### config.mk
export PLATFORM = sky130hd
export DESIGN_NAME = commit_reorder_unit_flat
export DESIGN_NICKNAME = d
export VERILOG_FILES = /design/src/rtl/commit_reorder_unit_if.sv /design/src/rtl/commit_reorder_unit.sv /design/src/flat_wrapper.sv
export SDC_FILE = /design/constraint.sdc
export NUM_CORES = 2
export LEC_CHECK = 0
export CORE_MARGIN = 2
export CORE_UTILIZATION = 60
export DETAILED_ROUTE_END_ITERATION = 10
export DONT_BUFFER_PORTS = 1
export HOLD_SLACK_MARGIN = 0.15
export PLACE_DENSITY = 0.76
export SLEW_MARGIN = 30
export SYNTH_ARGS = -nofsm -noshare
export SYNTH_HDL_FRONTEND = slang
export SYNTH_SLANG_ARGS = --single-unit
### constraint.sdc
create_clock -name i_clk -period 11.6 [get_ports i_clk]
set_input_delay 2.9 -clock i_clk [delete_from_list [all_inputs] [get_ports i_clk]]
set_output_delay 2.9 -clock i_clk [all_outputs]
set_load 0.01 [all_outputs]
### src/rtl/commit_reorder_unit_if.sv
// Branch-to-retirement handshake bundle for commit_reorder_unit.
// One valid/ready pair per producing branch plus the tagged result payload.
interface commit_reorder_unit_if #(
  parameter int DATA_WIDTH = 16,
  parameter int N_BRANCHES = 4,
  parameter int ID_WIDTH   = 9,
  parameter int N_CHANNELS = 16,
  parameter int N_BLOCKS   = 256
);
  logic [N_BRANCHES-1:0]                          in_valid;
  logic [N_BRANCHES-1:0]                          in_ready;
  logic [N_BRANCHES-1:0][$clog2(N_BLOCKS)-1:0]    block_in;
  logic [N_BRANCHES-1:0][2*DATA_WIDTH-1:0]        result;
  logic [N_BRANCHES-1:0][$clog2(N_CHANNELS)-1:0]  dest;
  logic [N_BRANCHES-1:0][ID_WIDTH-1:0]            commit_id;
  logic [N_BRANCHES-1:0]                          commit_flag;

  modport master (
    output in_valid, block_in, result, dest, commit_id, commit_flag,
    input  in_ready
  );

  modport slave (
    input  in_valid, block_in, result, dest, commit_id, commit_flag,
    output in_ready
  );
endinterface

### src/rtl/commit_reorder_unit.sv
// In-order retirement stage for a multi-branch DSP core.
// Results arrive out of order tagged with commit_id, park in a ROB_DEPTH-slot
// window indexed by the low id bits, and retire one per cycle in id order to
// the channel file or the MAC accumulator. A sample_tick steals the channel
// write port for one cycle; frame_start flushes the window.
// Optional build macro COMMIT_BYPASS_EN: an arriving head id retires in the
// same cycle without occupying a slot.
module commit_reorder_unit #(
  parameter int DATA_WIDTH = 16,
  parameter int N_BRANCHES = 4,
  parameter int MAC_BRANCH = 3,
  parameter int ID_WIDTH   = 9,
  parameter int ROB_DEPTH  = 8,
  parameter int N_CHANNELS = 16,
  parameter int N_BLOCKS   = 256
) (
  input  logic                           i_clk,
  input  logic                           i_reset,
  input  logic                           i_enable,
  input  logic                           i_sample_tick,
  input  logic signed [DATA_WIDTH-1:0]   i_sample_in,
  input  logic                           i_frame_start,
  commit_reorder_unit_if.slave           br,
  output logic [$clog2(N_CHANNELS)-1:0]  o_channel_write_addr,
  output logic [DATA_WIDTH-1:0]          o_channel_write_val,
  output logic                           o_channel_write_enable,
  output logic [2*DATA_WIDTH-1:0]        o_accumulator_write_val,
  output logic                           o_accumulator_write_enable,
  output logic                           o_accumulator_add_enable,
  output logic [$clog2(N_BLOCKS)-1:0]    o_commit_block,
  output logic [$clog2(ROB_DEPTH):0]     o_rob_occupancy
);
  localparam int SLOT_W = $clog2(ROB_DEPTH);
  localparam int DEST_W = $clog2(N_CHANNELS);
  localparam int BW     = $clog2(N_BLOCKS);
  localparam int RW     = 2*DATA_WIDTH;
  localparam int OCC_W  = SLOT_W+1;
  localparam logic [ID_WIDTH-1:0] DEPTH_ID = ID_WIDTH'(ROB_DEPTH);

  logic [ROB_DEPTH-1:0] r_slot_valid;
  logic [ROB_DEPTH-1:0] r_slot_mac;
  logic [ROB_DEPTH-1:0] r_slot_flag;
  logic [DEST_W-1:0]    r_slot_dest   [ROB_DEPTH];
  logic [RW-1:0]        r_slot_result [ROB_DEPTH];
  logic [BW-1:0]        r_slot_block  [ROB_DEPTH];
  logic [ID_WIDTH-1:0]  r_next_id;
  logic [OCC_W-1:0]     r_occ;

  logic [DEST_W-1:0]     r_ch_addr;
  logic [DATA_WIDTH-1:0] r_ch_val;
  logic                  r_ch_we;
  logic [RW-1:0]         r_acc_val;
  logic                  r_acc_we;
  logic                  r_acc_add;
  logic [BW-1:0]         r_commit_block;

  logic                  w_retire_ok;
  logic                  w_retire;
  logic                  w_bypass;
  logic [SLOT_W-1:0]     w_head_slot;
  logic [ID_WIDTH-1:0]   w_base;
  logic [ID_WIDTH-1:0]   w_dist [N_BRANCHES];
  logic [N_BRANCHES-1:0] w_ready;
  logic [N_BRANCHES-1:0] w_store;
  logic [OCC_W-1:0]      w_n_store;
  logic                  w_ret_mac;
  logic                  w_ret_flag;
  logic [DEST_W-1:0]     w_ret_dest;
  logic [RW-1:0]         w_ret_result;
  logic [BW-1:0]         w_ret_block;

  assign w_head_slot = r_next_id[SLOT_W-1:0];
  assign w_retire_ok = i_enable && !i_sample_tick && !i_frame_start;
  assign w_retire    = w_retire_ok && r_slot_valid[w_head_slot];
  // The window slides before acceptance so a slot freed by retirement can be
  // refilled by id + ROB_DEPTH in the same cycle.
  assign w_base      = w_retire ? r_next_id + ID_WIDTH'(1) : r_next_id;

  for (genvar g = 0; g < N_BRANCHES; g++) begin : g_dist
    assign w_dist[g] = br.commit_id[g] - w_base;
  end

  // Accept in-window ids into free slots; lowest branch index wins a slot clash
  always_comb begin
    logic [ROB_DEPTH-1:0] v_claimed;
    v_claimed = r_slot_valid;
    w_ready   = '0;
    if (w_retire) v_claimed[w_head_slot] = 1'b0;
    for (int i = 0; i < N_BRANCHES; i++) begin
      if (i_enable && !i_frame_start && br.in_valid[i] && (w_dist[i] < DEPTH_ID) &&
          !v_claimed[br.commit_id[i][SLOT_W-1:0]]) begin
        w_ready[i] = 1'b1;
        v_claimed[br.commit_id[i][SLOT_W-1:0]] = 1'b1;
      end
    end
  end

  assign br.in_ready = w_ready;

  // Select the retiring entry (head slot, or a bypassing branch) and the slot writes
  always_comb begin
    w_store      = w_ready;
    w_bypass     = 1'b0;
    w_ret_mac    = r_slot_mac[w_head_slot];
    w_ret_flag   = r_slot_flag[w_head_slot];
    w_ret_dest   = r_slot_dest[w_head_slot];
    w_ret_result = r_slot_result[w_head_slot];
    w_ret_block  = r_slot_block[w_head_slot];
`ifdef COMMIT_BYPASS_EN
    if (w_retire_ok && !r_slot_valid[w_head_slot]) begin
      for (int i = 0; i < N_BRANCHES; i++) begin
        if (w_ready[i] && (br.commit_id[i] == r_next_id)) begin
          w_bypass     = 1'b1;
          w_store[i]   = 1'b0;
          w_ret_mac    = (i == MAC_BRANCH);
          w_ret_flag   = br.commit_flag[i];
          w_ret_dest   = br.dest[i];
          w_ret_result = br.result[i];
          w_ret_block  = br.block_in[i];
        end
      end
    end
`endif
    w_n_store = '0;
    for (int i = 0; i < N_BRANCHES; i++) w_n_store = w_n_store + OCC_W'(w_store[i]);
  end

  // Reorder window storage, head pointer and occupancy
  always_ff @(posedge i_clk or negedge i_reset) begin
    if (!i_reset) begin
      r_slot_valid <= '0;
      r_slot_mac   <= '0;
      r_slot_flag  <= '0;
      for (int s = 0; s < ROB_DEPTH; s++) begin
        r_slot_dest[s]   <= '0;
        r_slot_result[s] <= '0;
        r_slot_block[s]  <= '0;
      end
      r_next_id <= '0;
      r_occ     <= '0;
    end else if (i_frame_start) begin
      r_slot_valid <= '0;
      r_next_id    <= '0;
      r_occ        <= '0;
    end else begin
      if (w_retire) r_slot_valid[w_head_slot] <= 1'b0;
      for (int i = 0; i < N_BRANCHES; i++) begin
        if (w_store[i]) begin
          r_slot_valid[br.commit_id[i][SLOT_W-1:0]]  <= 1'b1;
          r_slot_mac[br.commit_id[i][SLOT_W-1:0]]    <= (i == MAC_BRANCH);
          r_slot_flag[br.commit_id[i][SLOT_W-1:0]]   <= br.commit_flag[i];
          r_slot_dest[br.commit_id[i][SLOT_W-1:0]]   <= br.dest[i];
          r_slot_result[br.commit_id[i][SLOT_W-1:0]] <= br.result[i];
          r_slot_block[br.commit_id[i][SLOT_W-1:0]]  <= br.block_in[i];
        end
      end
      if (w_retire || w_bypass) r_next_id <= r_next_id + ID_WIDTH'(1);
      r_occ <= r_occ + w_n_store - OCC_W'(w_retire);
    end
  end

  // Registered write ports: sample_tick owns the channel port, else the retiring entry
  always_ff @(posedge i_clk or negedge i_reset) begin
    if (!i_reset) begin
      r_ch_addr      <= '0;
      r_ch_val       <= '0;
      r_ch_we        <= 1'b0;
      r_acc_val      <= '0;
      r_acc_we       <= 1'b0;
      r_acc_add      <= 1'b0;
      r_commit_block <= '0;
    end else begin
      r_ch_we   <= 1'b0;
      r_acc_we  <= 1'b0;
      r_acc_add <= 1'b0;
      if (!i_frame_start && i_enable && i_sample_tick) begin
        r_ch_addr <= '0;
        r_ch_val  <= i_sample_in;
        r_ch_we   <= 1'b1;
      end else if (w_retire || w_bypass) begin
        if (w_ret_mac) begin
          r_acc_val <= w_ret_result;
          r_acc_we  <= 1'b1;
          r_acc_add <= ~w_ret_flag;
        end else begin
          r_ch_addr <= w_ret_dest;
          r_ch_val  <= w_ret_result[DATA_WIDTH-1:0];
          r_ch_we   <= 1'b1;
        end
        r_commit_block <= w_ret_block;
      end
    end
  end

  assign o_channel_write_addr       = r_ch_addr;
  assign o_channel_write_val        = r_ch_val;
  assign o_channel_write_enable     = r_ch_we;
  assign o_accumulator_write_val    = r_acc_val;
  assign o_accumulator_write_enable = r_acc_we;
  assign o_accumulator_add_enable   = r_acc_add;
  assign o_commit_block             = r_commit_block;
  assign o_rob_occupancy            = r_occ;
endmodule
### src/flat_wrapper.sv
// flat-port wrapper written by rule: the top's interface ports become plain ports
module commit_reorder_unit_flat 
#(
  parameter int DATA_WIDTH = 16,
  parameter int N_BRANCHES = 4,
  parameter int MAC_BRANCH = 3,
  parameter int ID_WIDTH   = 9,
  parameter int ROB_DEPTH  = 8,
  parameter int N_CHANNELS = 16,
  parameter int N_BLOCKS   = 256
)
  (i_clk, i_reset, i_enable, i_sample_tick, i_sample_in, i_frame_start, o_channel_write_addr, o_channel_write_val, o_channel_write_enable, o_accumulator_write_val, o_accumulator_write_enable, o_accumulator_add_enable, o_commit_block, o_rob_occupancy, br_in_valid, br_block_in, br_result, br_dest, br_commit_id, br_commit_flag, br_in_ready);
  commit_reorder_unit_if #(.DATA_WIDTH(DATA_WIDTH), .N_BRANCHES(N_BRANCHES), .ID_WIDTH(ID_WIDTH), .N_CHANNELS(N_CHANNELS), .N_BLOCKS(N_BLOCKS)) br_i ();
  input  logic i_clk;
  input  logic i_reset;
  input  logic i_enable;
  input  logic i_sample_tick;
  input  logic signed [DATA_WIDTH-1:0] i_sample_in;
  input  logic i_frame_start;
  output logic [$clog2(N_CHANNELS)-1:0] o_channel_write_addr;
  output logic [DATA_WIDTH-1:0] o_channel_write_val;
  output logic o_channel_write_enable;
  output logic [2*DATA_WIDTH-1:0] o_accumulator_write_val;
  output logic o_accumulator_write_enable;
  output logic o_accumulator_add_enable;
  output logic [$clog2(N_BLOCKS)-1:0] o_commit_block;
  output logic [$clog2(ROB_DEPTH):0] o_rob_occupancy;
  input wire logic [$bits(br_i.in_valid)-1:0] br_in_valid;
  input wire logic [$bits(br_i.block_in)-1:0] br_block_in;
  input wire logic [$bits(br_i.result)-1:0] br_result;
  input wire logic [$bits(br_i.dest)-1:0] br_dest;
  input wire logic [$bits(br_i.commit_id)-1:0] br_commit_id;
  input wire logic [$bits(br_i.commit_flag)-1:0] br_commit_flag;
  output wire logic [$bits(br_i.in_ready)-1:0] br_in_ready;
  assign br_i.in_valid = br_in_valid;
  assign br_i.block_in = br_block_in;
  assign br_i.result = br_result;
  assign br_i.dest = br_dest;
  assign br_i.commit_id = br_commit_id;
  assign br_i.commit_flag = br_commit_flag;
  assign br_in_ready = br_i.in_ready;
  commit_reorder_unit #(.DATA_WIDTH(DATA_WIDTH), .N_BRANCHES(N_BRANCHES), .MAC_BRANCH(MAC_BRANCH), .ID_WIDTH(ID_WIDTH), .ROB_DEPTH(ROB_DEPTH), .N_CHANNELS(N_CHANNELS), .N_BLOCKS(N_BLOCKS)) u_core (.i_clk(i_clk), .i_reset(i_reset), .i_enable(i_enable), .i_sample_tick(i_sample_tick), .i_sample_in(i_sample_in), .i_frame_start(i_frame_start), .br(br_i), .o_channel_write_addr(o_channel_write_addr), .o_channel_write_val(o_channel_write_val), .o_channel_write_enable(o_channel_write_enable), .o_accumulator_write_val(o_accumulator_write_val), .o_accumulator_write_enable(o_accumulator_write_enable), .o_accumulator_add_enable(o_accumulator_add_enable), .o_commit_block(o_commit_block), .o_rob_occupancy(o_rob_occupancy));
endmodule
met4.png
The bar under the picture is 50 µm long.
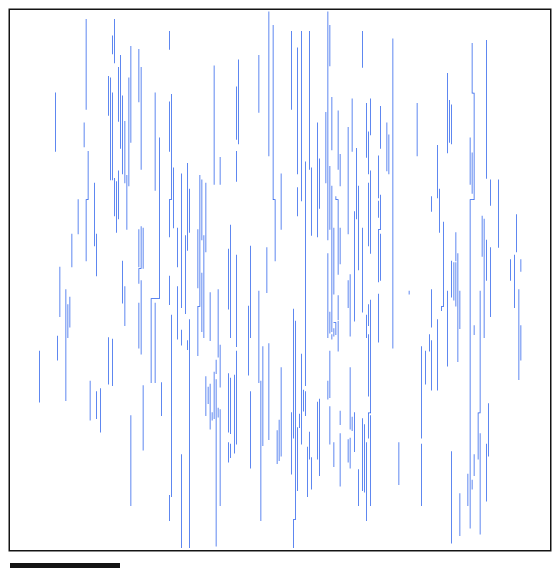
wire length on this layer: 7370 µm
share of all routed wire: 5.7%
nets with wire on the layer: 130
final wirelength: 130 mm
routed via count: 32252

met2.png
The bar under the picture is 50 µm long. Cells faint in the background.
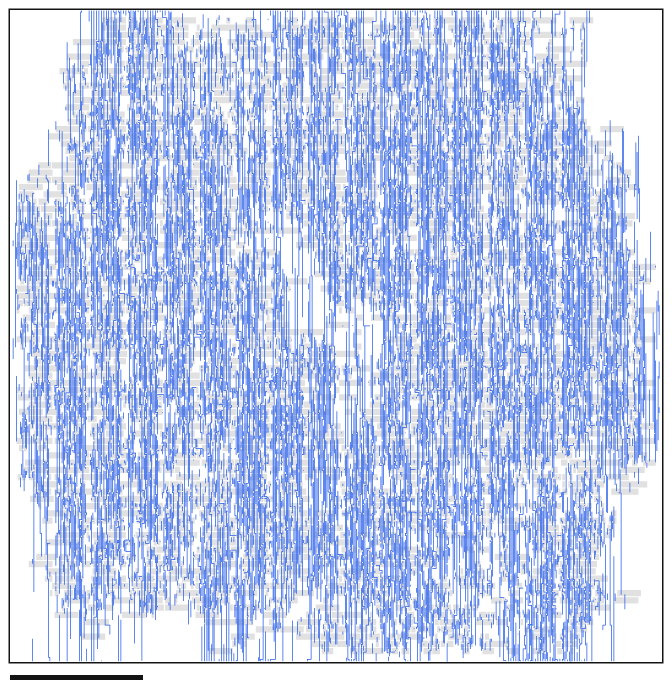
share of all routed wire: 44%
main direction: vertical
wire length on this layer: 56.8 mm
nets with wire on the layer: 2937
longest straight run: 72.6 µm
grt met2 use: 0.644

==> results_dict.tcl <==
# flow metrics
set metrics [dict create \
    r2r_start "u_core.r_next_id[1]" \
    globalRouteOverflowTotal 0 \
    tns_ns 0 \
    cp_slowest_cell "a211oi_1" \
    ctsHtreeMaxLevel 2 \
    final-comb-area_um2 21600 \
    dieWidth_um 245 \
    violations "slew limit" \
    layout.area.seq_um2 11300 \
    comb_area_frac 0.592 \
    reg.largest.list "u_core.r_slot_result: 256 flops, u_core.r_slot_block: 64 flops" \
    outcome "finished with violations" \
    drv_slew 271 \
    finalSetupViolations 0 \
    ys_async_sr_fraction 1.00 \
    hp-class "flop to flop" \
    fp.dieH_um 245 \
    tool_warnings 28 \
    r2r_slack_ns 3.37 \
    final_cell_mix "500 x mux2i_1, 455 x nor2_1, 449 x dfrtp_1, 397 x nand2_1, 334 x a21oi_1" \
    final-clk-cell-share 0.0460 \
    n_fill_cell 4828 \
    yosys_cells 3894 \
]
met1.png
The bar under the picture is 50 µm long.
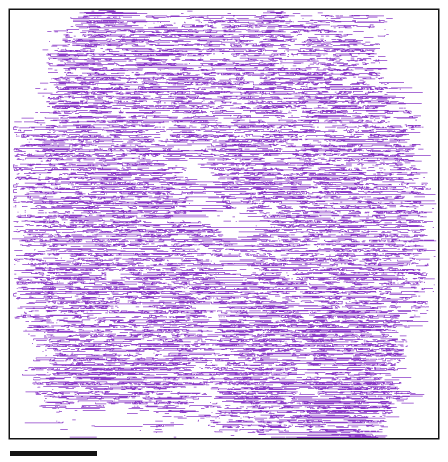
main direction: horizontal
share of all routed wire: 37%
nets with wire on the layer: 3626
longest straight run: 63.0 µm
wire length on this layer: 47.7 mm

final_congestion.png
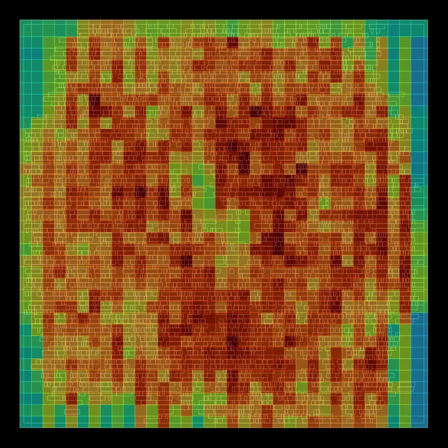
global route hottest layer: met2
GR Util met1: 0.553
drt wl/cell: 29.4 µm
Post-Route Utilization: 0.635
met3 Usage GRT: 0.118

